<file path="config.mk">
export PLATFORM = sky130hd
export DESIGN_NAME = rt_cmd_dispatch
export DESIGN_NICKNAME = d
export VERILOG_FILES = /design/src/rtl/rt_pkg.sv /design/src/rtl/rt_sat_cnt.sv /design/src/rtl/rt_cmd_dispatch.sv
export SDC_FILE = /design/constraint.sdc
export NUM_CORES = 1
export LEC_CHECK = 0
export ABC_CLOCK_PERIOD_IN_PS = 2100
export CORE_MARGIN = 3
export CORE_UTILIZATION = 48
export CTS_CLUSTER_DIAMETER = 40
export DETAILED_ROUTE_END_ITERATION = 10
export PLACE_DENSITY = 0.8
export SLEW_MARGIN = 20
export SYNTH_ARGS = -nofsm -noshare
export SYNTH_HDL_FRONTEND = slang
export SYNTH_HIERARCHICAL = 1
export SYNTH_SLANG_ARGS = --single-unit
</file>
<file path="constraint.sdc">
create_clock -name clk -period 2.1 [get_ports clk]
set_input_delay 0.525 -clock clk [delete_from_list [all_inputs] [get_ports clk]]
set_output_delay 0.525 -clock clk [all_outputs]
set_load 0.005 [all_outputs]
</file>
<file path="src/rtl/rt_pkg.sv">
// ============================================================================
//  Module   : rt_pkg
//  Brief    : Shared types and command-word field constants for rt_cmd_dispatch
//  Revision : 1.0
// ============================================================================
`default_nettype none

package rt_pkg;

    typedef enum logic [1:0] {
        S_IDLE      = 2'd0,
        S_CHECK     = 2'd1,
        S_WAIT_RISE = 2'd2,
        S_WAIT_FALL = 2'd3
    } state_t;

    localparam logic [4:0] BCAST_ADDR = 5'd31;
    localparam logic [4:0] MODE_SA0   = 5'd0;
    localparam logic [4:0] MODE_SA31  = 5'd31;

    localparam int ADDR_MSB  = 15;
    localparam int ADDR_LSB  = 11;
    localparam int TR_BIT    = 10;
    localparam int SA_MSB    = 9;
    localparam int SA_LSB    = 5;
    localparam int FIELD_MSB = 4;
    localparam int FIELD_LSB = 0;

    function automatic logic is_mode_sa(input logic [4:0] sa);
        return (sa == MODE_SA0) || (sa == MODE_SA31);
    endfunction

endpackage

`default_nettype wire

</file>
<file path="src/rtl/rt_sat_cnt.sv">
// ============================================================================
//  Module   : rt_sat_cnt
//  Brief    : Saturating up-counter with increment enable
//  Revision : 1.0
// ============================================================================
`default_nettype none

module rt_sat_cnt #(
    parameter int WIDTH = 8
) (
    input  logic             clk,
    input  logic             reset_n,
    input  logic             inc_i,
    output logic [WIDTH-1:0] cnt_o
);

    logic [WIDTH-1:0] cnt_q;
    logic [WIDTH-1:0] cnt_d;

    always_comb begin
        cnt_d = cnt_q;
        if (inc_i && (cnt_q != {WIDTH{1'b1}})) begin
            cnt_d = cnt_q + WIDTH'(1);
        end
    end

    always_ff @(posedge clk or negedge reset_n) begin
        if (!reset_n) begin
            cnt_q <= '0;
        end else begin
            cnt_q <= cnt_d;
        end
    end

    assign cnt_o = cnt_q;

endmodule

`default_nettype wire

</file>
<file path="src/rtl/rt_cmd_dispatch.sv">
// ============================================================================
//  Module   : rt_cmd_dispatch
//  Brief    : RT command-word checker, device start strobes and busy timeout
//  Revision : 1.0
// ============================================================================
`default_nettype none

module rt_cmd_dispatch
    import rt_pkg::*;
#(
    parameter logic [4:0]  ADDRESS  = 5'd1,
    parameter bit          BCAST_EN = 1'b1,
    parameter logic [15:0] TIMEOUT  = 16'd50000
) (
    input  logic        clk,
    input  logic        reset_n,
    input  logic        rx_done,
    input  logic [15:0] rx_data,
    input  logic        rx_cd,
    input  logic        p_error,
    input  logic        dev_busy,
    output logic        start_rx,
    output logic        start_tx,
    output logic        mode_req,
    output logic [4:0]  mode_code,
    output logic        bcast,
    output logic [4:0]  sub_addr,
    output logic        timeout,
    output logic [7:0]  cmd_cnt,
    output logic [7:0]  err_cnt
);

    localparam logic [15:0] c_TO_LAST = TIMEOUT - 16'd1;

    state_t      state_q;
    logic [15:0] cmd_q;
    logic        perr_q;
    logic [15:0] to_cnt_q;
    logic        start_rx_q;
    logic        start_tx_q;
    logic        mode_req_q;
    logic        timeout_q;
    logic        bcast_q;
    logic [4:0]  mode_code_q;
    logic [4:0]  sub_addr_q;

    logic [4:0]  w_addr;
    logic [4:0]  w_sa;
    logic        w_tr;
    logic        w_is_bcast;
    logic        w_match;
    logic        w_is_mode;
    logic        w_illegal;
    logic        w_in_check;
    logic        w_accept;
    logic        w_reject;
    logic        w_new_cmd;

    assign w_addr     = cmd_q[ADDR_MSB:ADDR_LSB];
    assign w_sa       = cmd_q[SA_MSB:SA_LSB];
    assign w_tr       = cmd_q[TR_BIT];
    assign w_is_bcast = BCAST_EN && (w_addr == BCAST_ADDR);
    assign w_match    = (w_addr == ADDRESS) || w_is_bcast;
    assign w_is_mode  = is_mode_sa(w_sa);
    // Nobody may answer a broadcast transmit, so only broadcast mode codes are legal with T/R=1
    assign w_illegal  = perr_q || (w_is_bcast && w_tr && !w_is_mode);
    assign w_in_check = (state_q == S_CHECK);
    assign w_accept   = w_in_check && w_match && !w_illegal;
    assign w_reject   = w_in_check && w_match && w_illegal;
    assign w_new_cmd  = rx_done && rx_cd;

    always_ff @(posedge clk or negedge reset_n) begin
        if (!reset_n) begin
            state_q     <= S_IDLE;
            cmd_q       <= '0;
            perr_q      <= 1'b0;
            to_cnt_q    <= '0;
            start_rx_q  <= 1'b0;
            start_tx_q  <= 1'b0;
            mode_req_q  <= 1'b0;
            timeout_q   <= 1'b0;
            bcast_q     <= 1'b0;
            mode_code_q <= '0;
            sub_addr_q  <= '0;
        end else begin
            start_rx_q <= 1'b0;
            start_tx_q <= 1'b0;
            mode_req_q <= 1'b0;
            timeout_q  <= 1'b0;

            case (state_q)
                S_IDLE: begin
                    if (w_new_cmd) begin
                        cmd_q   <= rx_data;
                        perr_q  <= p_error;
                        state_q <= S_CHECK;
                    end
                end

                S_CHECK: begin
                    state_q <= S_IDLE;
                    if (w_accept) begin
                        bcast_q    <= w_is_bcast;
                        sub_addr_q <= w_sa;
                        if (w_is_mode) begin
                            mode_req_q  <= 1'b1;
                            mode_code_q <= cmd_q[FIELD_MSB:FIELD_LSB];
                        end else begin
                            start_rx_q <= !w_tr;
                            start_tx_q <= w_tr;
                            to_cnt_q   <= '0;
                            state_q    <= S_WAIT_RISE;
                        end
                    end
                end

                S_WAIT_RISE, S_WAIT_FALL: begin
                    // A superseding command outranks a timeout expiring in the same cycle
                    if (w_new_cmd) begin
                        cmd_q    <= rx_data;
                        perr_q   <= p_error;
                        to_cnt_q <= '0;
                        state_q  <= S_CHECK;
                    end else if (to_cnt_q == c_TO_LAST) begin
                        timeout_q <= 1'b1;
                        state_q   <= S_IDLE;
                    end else begin
                        to_cnt_q <= to_cnt_q + 16'd1;
                        if ((state_q == S_WAIT_RISE) && dev_busy) begin
                            state_q <= S_WAIT_FALL;
                        end else if ((state_q == S_WAIT_FALL) && !dev_busy) begin
                            state_q <= S_IDLE;
                        end
                    end
                end

                default: state_q <= S_IDLE;
            endcase
        end
    end

    rt_sat_cnt #(.WIDTH(8)) u_cmd_cnt (
        .clk     (clk),
        .reset_n (reset_n),
        .inc_i   (w_accept),
        .cnt_o   (cmd_cnt)
    );

    rt_sat_cnt #(.WIDTH(8)) u_err_cnt (
        .clk     (clk),
        .reset_n (reset_n),
        .inc_i   (w_reject),
        .cnt_o   (err_cnt)
    );

    assign start_rx  = start_rx_q;
    assign start_tx  = start_tx_q;
    assign mode_req  = mode_req_q;
    assign mode_code = mode_code_q;
    assign bcast     = bcast_q;
    assign sub_addr  = sub_addr_q;
    assign timeout   = timeout_q;

endmodule

`default_nettype wire

</file>
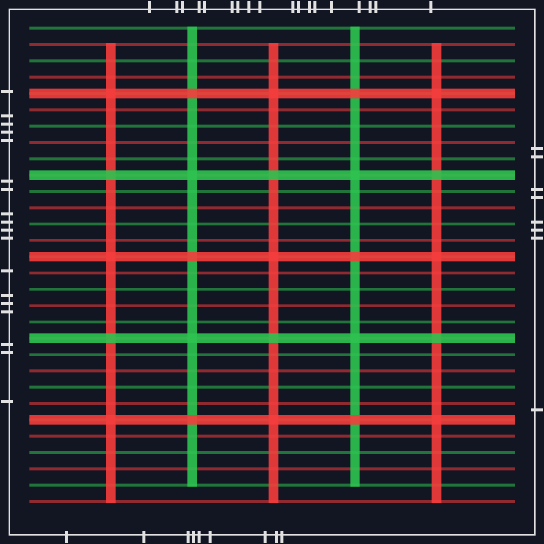
**Above:** run 1 (PDN straps and rails).
Scale: 6 px per um. Pins as bars on the die edge.
- red: VSS
- green: VDD
- signal pins: 53
- rows: 29
- met4 straps: 5
- met1 rails: 30
die width: 87.4 um
Worst IR Drop VDD: 567 uV
Die H: 87.4 um

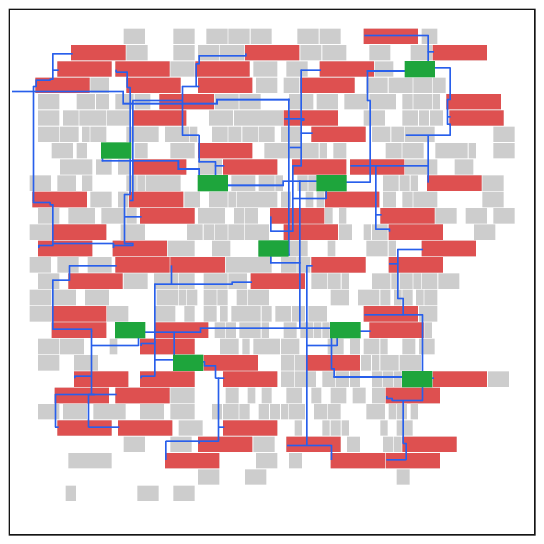
**Above:** run 1 (clock network drawn from the DEF).
Scale: 6 px per um.
- red: flip-flops (count 66)
- blue: clock wires (length 822 um)
- green: cells driving clock nets (count 9)
- routed clock nets: 10
Worst-Skew Late Latency: 0.34 ns
Clk network pwr share: 25.9%
clk pwr: 0.932 mW
clock skew: 0.00803 ns

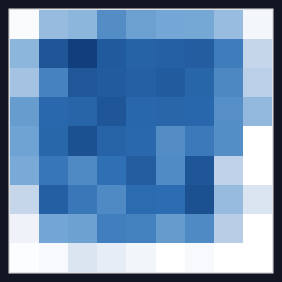
**Above:** run 1 (local utilization).
Scale: 3 px per um. The die is cut into 9 by 9 equal tiles; white is low, dark blue is high, 0 to 100% covered.
- fullest tile: 94%
- emptiest ninth of the die: bottom right
- nearly empty tiles: 8.6%
- mean over tiles: 53%
- tiles over 75% full: 33%
Pre-Place Util: 49.7%
fin util: 64.9%
Core Region: 0.00639 sq mm

## run 1: metal layers
layer	vias to the layer above	wire length [um]	track usage [%]
li1	1206	-	-
met1	1272	3020	25.9
met2	57	3380	30.9
met3	9	309	6.53
met4	0	80	6.28
met5	-	0	0
## run 1: metrics by stage
stage / setup WS (ns) / total power, mW / cell area, sq um / cells / utilization [%]
6_report: 0.00622 / 3.60 / 4140 / 433 / 64.9
5_1_grt: -0.0601 / 3.85 / 4140 / 433 / 64.9
4_1_cts: -0.00483 / 3.62 / 4090 / 432 / 64.0
3_5_place_dp: -0.122 / 2.67 / 3880 / 415 / 60.7
3_3_place_gp: -0.0414 / 2.62 / 3880 / 415 / 60.7
2_1_floorplan: 0.00461 / 2.28 / 3190 / 281 / -
## run 1: logic make-up (layout without fill, tap and decap cells)
| family | after synthesis | count (layout) | synth area share (%) |
|---|---|---|---|
| adders and majority gates | 3 | 3 | 1.18 |
| muxes | 32 | 32 | 11.7 |
| DFF | 66 | 66 | 52.0 |
| and+or+nand+nor | 83 | 83 | 15.5 |
| buffers and inverters | 30 | 105 | 3.74 |
| AOI/OAI and AO/OA | 61 | 61 | 14.2 |
| xor gates and xnor gates | 6 | 6 | 1.65 |
## run 1: worst max-delay path by stage
stage,startpoint,end,slack (ns),depth (start not counted)
2_1_floorplan,cmd_q[8],u_cmd_cnt/cnt_o[5],0.005,7
3_3_place_gp,cmd_q[15],to_cnt_q[9],-0.04,5
3_5_place_dp,cmd_q[15],to_cnt_q[8],-0.12,5
4_1_cts,cmd_q[6],mode_code[0],-0.005,6
5_1_grt,cmd_q[7],u_err_cnt/cnt_o[6],-0.06,7
6_report,cmd_q[8],u_err_cnt/cnt_o[6],0.006,7
==> metrics.cfg, run 1 <==
[timing]
holdWs_ns=0.185
period_used_pct=99.7
rsz0062_at_grt=yes
fmax_mhz=478
drv_slew=0
worstMarginPinSlew_ns=0.686
hold_viol=0

[hold_path]
hold_path.class=in2async

[floorplanning]
taps=77
io_pins=53
num_rows=29

[flow_run]
max_cap_violations=0

[worst_setup_path]
reg2reg_depth=7
reg2reg_to=u_err_cnt/cnt_o[6]
arrival_ns=2.32

[finish]
logic_gate_count=185
inverters=21
comb_share_pct=35.6
ff_count=66
clk_share_pct=4.14
fillers=504
buffers=69
sh_seq_area_pct=39.9
antenna_cells=0

[routing]
wl_per_cell_um=15.7

[power]
power.leakage_nw=1.75
power_frac_comb_pct=21.9
switching_share_pct=30.1
p_per_area_mw_per_mm2=870
p_int_mw=2.52
p_sw_mw=1.09

[grt]
antenna_found_initial=0
grt_pass1_vias=2498

[status]
status=complete, no violations

[synth]
synthTopCellsByCount=dfrtp_1, inv_1, mux2_2
top_cell=dfrtp_1

[cts]
cts_buffers=9
htree_levels=3

[placed_design]
io_buffers=52

**Run 1: routed metal, one colour a layer**

Scale: 6 px per um. Only two layers are drawn.
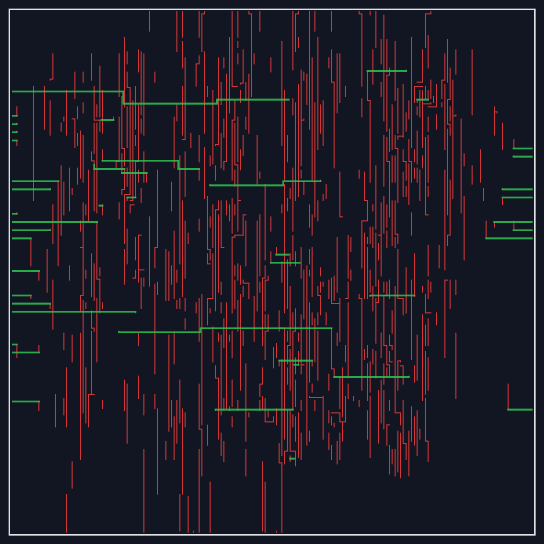

## Run 2: what changed since run 1
--- a/config.mk
+++ b/config.mk
@@ -7,10 +7,11 @@
 export LEC_CHECK = 0
 export ABC_CLOCK_PERIOD_IN_PS = 2100
 export CORE_MARGIN = 3
-export CORE_UTILIZATION = 48
+export CORE_UTILIZATION = 50
+export CTS_BUF_LIST = sky130_fd_sc_hd__clkbuf_8
 export CTS_CLUSTER_DIAMETER = 40
 export DETAILED_ROUTE_END_ITERATION = 10
-export PLACE_DENSITY = 0.8
+export PLACE_DENSITY = 0.83
 export SLEW_MARGIN = 20
 export SYNTH_ARGS = -nofsm -noshare
 export SYNTH_HDL_FRONTEND = slang
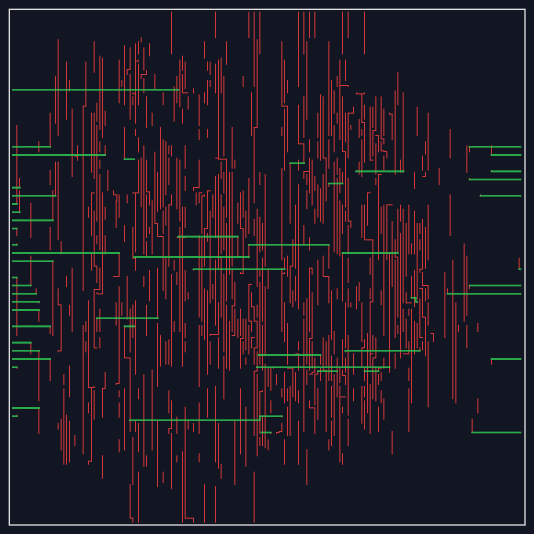
**Above:** run 2 (routed metal, one colour a layer).
Scale: 6 px per um. Only two layers are drawn.
- green: met3 (wire length 373 um)
- red: met2 (wire length 3490 um)

==> run 2 against run 1 <==
The run now ends with setup timing left. Non-clock buffer count rose by 4. Flip-flop count did not move. Final cell count rose by 0.23%. Via count rose by 0.94%. Area after synthesis did not move. Fmax fell by 0.34%. Register-to-register slack barely moved. Sequential share of layout area fell by 0.42 points. Global-route usage rose by 0.83 points. Critical path type unchanged. Critical endpoint is now u_cmd_cnt/cnt_o[5]. Highest routed layer unchanged.
==> metrics.cfg, run 2 <==
[floorplanning]
core_sq_mm=0.00603  ; was 0.00639 sq mm
num_rows=28  ; was 29
io_pins=53  ; unchanged

[synth]
ys_sh_aoi_pct=14.2  ; unchanged
synthTopCellsByCount=dfrtp_1, inv_1, mux2_2  ; unchanged
yosys.area_share.adder_pct=1.18  ; unchanged
synthSimpleGateAreaFrac_pct=15.5  ; unchanged
yosys.area_share.xor_xnor_pct=1.65  ; unchanged
top_cell=dfrtp_1  ; unchanged

[hold_path]
hold_path.class=in2async  ; unchanged

[status]
violations=setup timing
status=finished with violations  ; was complete, no violations

[routing]
dr_wl_met3_um=372  ; was 309 um
dr.max_layer_used=met4  ; unchanged
wl_met2_um=3490  ; was 3380 um

[worst_setup_path]
arrival_ns=2.32  ; about the same
reg2reg_depth=8  ; was 7

[flow_run]
max_cap_violations=0  ; unchanged

[timing]
setup_ws_ns=-0.000967  ; was 0.00622 ns
setup_viol=1  ; was 0
fin_skew_ns=0.00490  ; was 0.00803 ns
drv_slew=0  ; unchanged

[grt]
use_met2_pct=32.9  ; was 30.9%
met3_usage_pct=3.65  ; was 6.53%
grt-busiest-layer=met2  ; unchanged
grt_pass1_vias=2529  ; was 2498

[power]
power.leakage_nw=1.79  ; was 1.75 nW
power.total_mw=3.77  ; was 3.60 mW
ir_drop_uv=675  ; was 567 uV

[cts]
clock_latency_ns=0.33  ; was 0.34 ns
htree_levels=3  ; unchanged

[placed_design]
placedCellCount=419  ; was 415
io_buffers=52  ; unchanged

[finish]
instances_no_fill=434  ; was 433
antenna_cells=0  ; unchanged

## run 2: cell counts after synthesis
Identical to the previous run, type by type.
## run 2: through the flow
| stage | instance area, sq um | hold WS [ns] | setup TNS (ns) |
|---|---|---|---|
| floorplan | 3190 | 0.229 | 0 |
| global placement | 3950 | 0.442 | 0 |
| finish | 4190 | 0.0839 | -0.000967 |
| CTS | 4150 | 0.0774 | 0 |
| global route | 4190 | 0.0896 | -0.317 |
| detailed placement | 3950 | 0.446 | -0.0306 |
## run 2: power breakdown
group	internal (mW)	switching, mW
registers	1.57	0.329
clock network	0.596	0.455
logic	0.481	0.345
total	2.64	1.13
## run 2: path summary, 6_finish.rpt
path	startpoint	end
min in group clk	cmd_q[4]	mode_code[4]
max	cmd_q[6]	u_cmd_cnt/cnt_o[5]
max reg2reg	cmd_q[6]	u_cmd_cnt/cnt_o[5]
max in group asynchronous	reset_n	cmd_q[6]
min	reset_n	to_cnt_q[14]
min reg2reg	cmd_q[4]	mode_code[4]
## run 2: final cells by class
| type | instances | area [sq um] |
|---|---|---|
| sequential | 66 | 1650 |
| inverter | 21 | 78.8 |
| tap | 75 | 93.8 |
| fill | 436 | 1840 |
| multi-input combinational | 185 | 1450 |
| clock inverter | 3 | 40.0 |
| clock buffer | 11 | 151 |
| timing repair buffer | 73 | 722 |
## run 2: worst max-delay path, stage by stage (launching register included)
cell      delay (ns)
dfrtp_1         0.39
or4_4           0.55
mux2i_4         0.18
buf_6           0.13
o21bai_4        0.06
inv_2           0.07
and4_4          0.22
nand3_2         0.08
mux2_4          0.30
## run 2: repair_timing
| item | CTS | global route |
|---|---|---|
| setup buffers | 0 | 1 |
| gates cloned | 0 | 0 |
| setup endpoints to repair | 5 | 15 |
| resized | 4 | 8 |
| pin swaps | 0 | 3 |
**Run 2: local utilization**

Scale: 3 px per um. The die is cut into 9 by 9 equal tiles; white is low, dark blue is high, 0 to 100% covered.
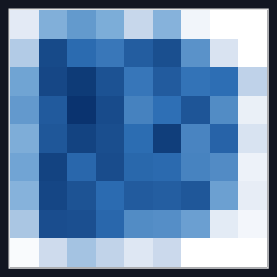

## Run 3: what changed since run 2
--- a/config.mk
+++ b/config.mk
@@ -11,7 +11,7 @@
 export CTS_BUF_LIST = sky130_fd_sc_hd__clkbuf_8
 export CTS_CLUSTER_DIAMETER = 40
 export DETAILED_ROUTE_END_ITERATION = 10
-export PLACE_DENSITY = 0.83
+export PLACE_DENSITY = 0.79
 export SLEW_MARGIN = 20
 export SYNTH_ARGS = -nofsm -noshare
 export SYNTH_HDL_FRONTEND = slang
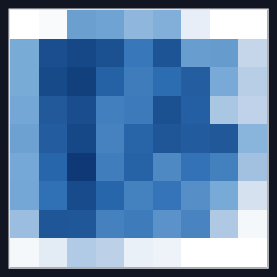
**Above:** run 3 (local utilization).
Scale: 3 px per um. The die is cut into 9 by 9 equal tiles; white is low, dark blue is high, 0 to 100% covered.
- fullest tile: 96%
- tiles over 75% full: 32%
- nearly empty tiles: 7.4%
Pre-Place Util: 52.7%
Core Region: 0.00603 sq mm
fin util: 69.0%

==> run 3 against run 2 <==
The flow now finishes without violations. Sequential share of layout area grew 0.27 points. Combinational power decreased by 3.9%. Flip-flop count unchanged. Register-to-register slack improved by 0.03 ns. Synthesized cell count did not move. Sequential power about the same. Critical path depth fell by 1. Count of clock-buffer cells in the layout decreased by 2. Non-clock buffer count decreased by 2. Design area is 0.69% lower. Wire length decreased by 6.9%.
==> metrics.cfg, run 3 <==
[synth]
syn_area_sq_mm=0.00318  ; unchanged
ys.warnings.count=6  ; unchanged
top_cell=dfrtp_1  ; unchanged
edf_count=0  ; unchanged
ys_types=54  ; unchanged
synthTopCellsByCount=dfrtp_1, inv_1, mux2_2  ; unchanged
top_area_share_pct=52.0  ; unchanged
ys_cells=281  ; unchanged
top_cells_by_area=dfrtp_1, mux2_2, o211ai_1  ; unchanged
syn_inst=281  ; unchanged
ys.flop_type=dfrtp_1  ; unchanged
ys_seq_share_pct=52.0  ; unchanged
fp_nets=306  ; unchanged

[routing]
totalWireLength_um=6680  ; was 7170 um
drc=0  ; unchanged
wl_per_cell_um=15.4  ; was 16.5 um
drt-vias-per-instance=5.83  ; was 5.92
via_count=2530  ; was 2568

[worst_setup_path]
crit_type=reg2reg  ; unchanged
startpoint_type=flop  ; unchanged
cp-end-kind=flop  ; unchanged
arrival_ns=2.30  ; was 2.32 ns

[power]
p_per_area_mw_per_mm2=901  ; was 902 mW/mm^2
ir_drop_uv=615  ; was 675 uV
power.leakage_nw=1.78  ; was 1.79 nW
power.total_mw=3.75  ; was 3.77 mW

[cts]
cts_hold_buf=0  ; unchanged
root_buffer=clkbuf_8  ; unchanged
htree_levels=3  ; unchanged
clock_latency_ns=0.34  ; was 0.33 ns
cts_buffers=9  ; unchanged

[timing]
slew_headroom_pct=59.8  ; was 70.4%
drv_slew=0  ; unchanged
hold_viol=0  ; unchanged
setup_ws_ns=0.0294  ; was -0.000967 ns
rsz0062_at_grt=yes  ; unchanged
fin_skew_ns=0.0111  ; was 0.00490 ns
period_minus_slack_ns=2.07  ; was 2.10 ns
holdWs_ns=0.163  ; was 0.0839 ns
worstMarginPinSlew_ns=0.599  ; was 0.438 ns
period_used_pct=98.6  ; was 100%
setup_viol=0  ; was 1
fmax_mhz=483  ; was 476 MHz
timing.setup.tns_ns=0  ; was -0.000967 ns

[placed_design]
io_buffers=52  ; unchanged
place_area_sq_mm=0.00390  ; was 0.00395 sq mm
pre_cts_ws_ns=0.00976  ; was -0.0203 ns
finalWeightedCongestion=0.855  ; was 0.818
placedCellCount=415  ; was 419
hpwl_um=4760  ; was 5020 um

[finish]
layout.nets=379  ; was 381
syn2layout_area_growth_pct=30.8  ; was 31.7%
design_area_sq_mm=0.00416  ; was 0.00419 sq mm
antenna_cells=0  ; unchanged
drive_above_1_share_pct=21.4  ; was 22.3%
layout.cells.most_common=dfrtp_1  ; unchanged
instances_no_fill=434  ; unchanged
final_cell_mix=dfrtp_1, clkdlybuf4s50_1, inv_1, mux2_2, buf_4  ; was dfrtp_1, clkdlybuf4s50_1, mux2_2
reg_top3=cmd_q (16), to_cnt_q (16)  ; unchanged

[floorplanning]
die_x_um=85.7  ; unchanged
io_pins=53  ; unchanged
num_rows=28  ; unchanged
dieHeight_um=85.7  ; unchanged

[status]
status=complete, no violations  ; was finished with violations

[grt]
antenna_found_initial=0  ; unchanged
grt_pass1_vias=2502  ; was 2529
grt_pass1_wl_um=11600  ; was 12000 um
grt_overflow_total=0  ; unchanged
grt_max_degree=35  ; was 23

[hold_path]
hold_path.class=in2async  ; unchanged

[flow_run]
max_cap_violations=0  ; unchanged

[run 3: cell counts after synthesis]
No cell type changed its count.
[run 3: kinds of logic after synthesis]
kind of cell,count (synthesis),synth area share [%]
compound gates,61,14.2
fa+ha+maj,3,1.18
mux,32,11.7
xor+xnor,6,1.65
flops,66,52.0
simple gates,83,15.5
buf+inv,30,3.74
[run 3: worst max-delay path, cell delays in order, from the launching register on]
cell and delay, ns:
dfrtp_1 0.40, or4_4 0.55, mux2i_4 0.21, o21ai_1 0.10
o2111a_1 0.17, and3_4 0.18, nand3_2 0.07, mux2_4 0.29
[run 3: cell type report]
type	count	area, sq um
Clock buffer	9	124
Clock inverter	7	78.8
Fill cell	463	1870
Inverter	21	78.8
Multi-Input combinational cell	185	1450
Sequential cell	66	1650
Tap cell	75	93.8
Timing Repair Buffer	71	683
[run 3: where the power goes]
group | switching (mW) | internal, mW
Sequential | 0.318 | 1.56
Combinational | 0.326 | 0.469
Clock | 0.514 | 0.555
[run 3: path summary, 6_finish.rpt]
path | cells after the start | endpoint | startpoint | slack (ns)
min in group clk | 1 | mode_code[0] | cmd_q[0] | 0.49
min | 1 | u_err_cnt/cnt_o[6] | reset_n | 0.16
max | 7 | u_err_cnt/cnt_o[6] | cmd_q[6] | 0.03
max reg2reg | 7 | u_err_cnt/cnt_o[6] | cmd_q[6] | 0.03
max in group asynchronous | 2 | state_q[0] | reset_n | 1.37
min reg2reg | 1 | mode_code[0] | cmd_q[0] | 0.49
[run 3: per-layer routing]
metal	GRT usage [%]	wire length, um	up-vias
met3	5.57	379	11
met2	30.3	3120	66
met1	26.4	3080	1245
met4	7.05	95	0
li1	-	-	1208
met5	0	0	-
[run 3: timing repair]
item,4_1_cts,5_1_grt
resized,0,6
pin swaps,0,4
setup buffers,1,2
setup endpoints to repair,1,3
Power figures rest on the tool's default switching activity, not on a simulated workload.
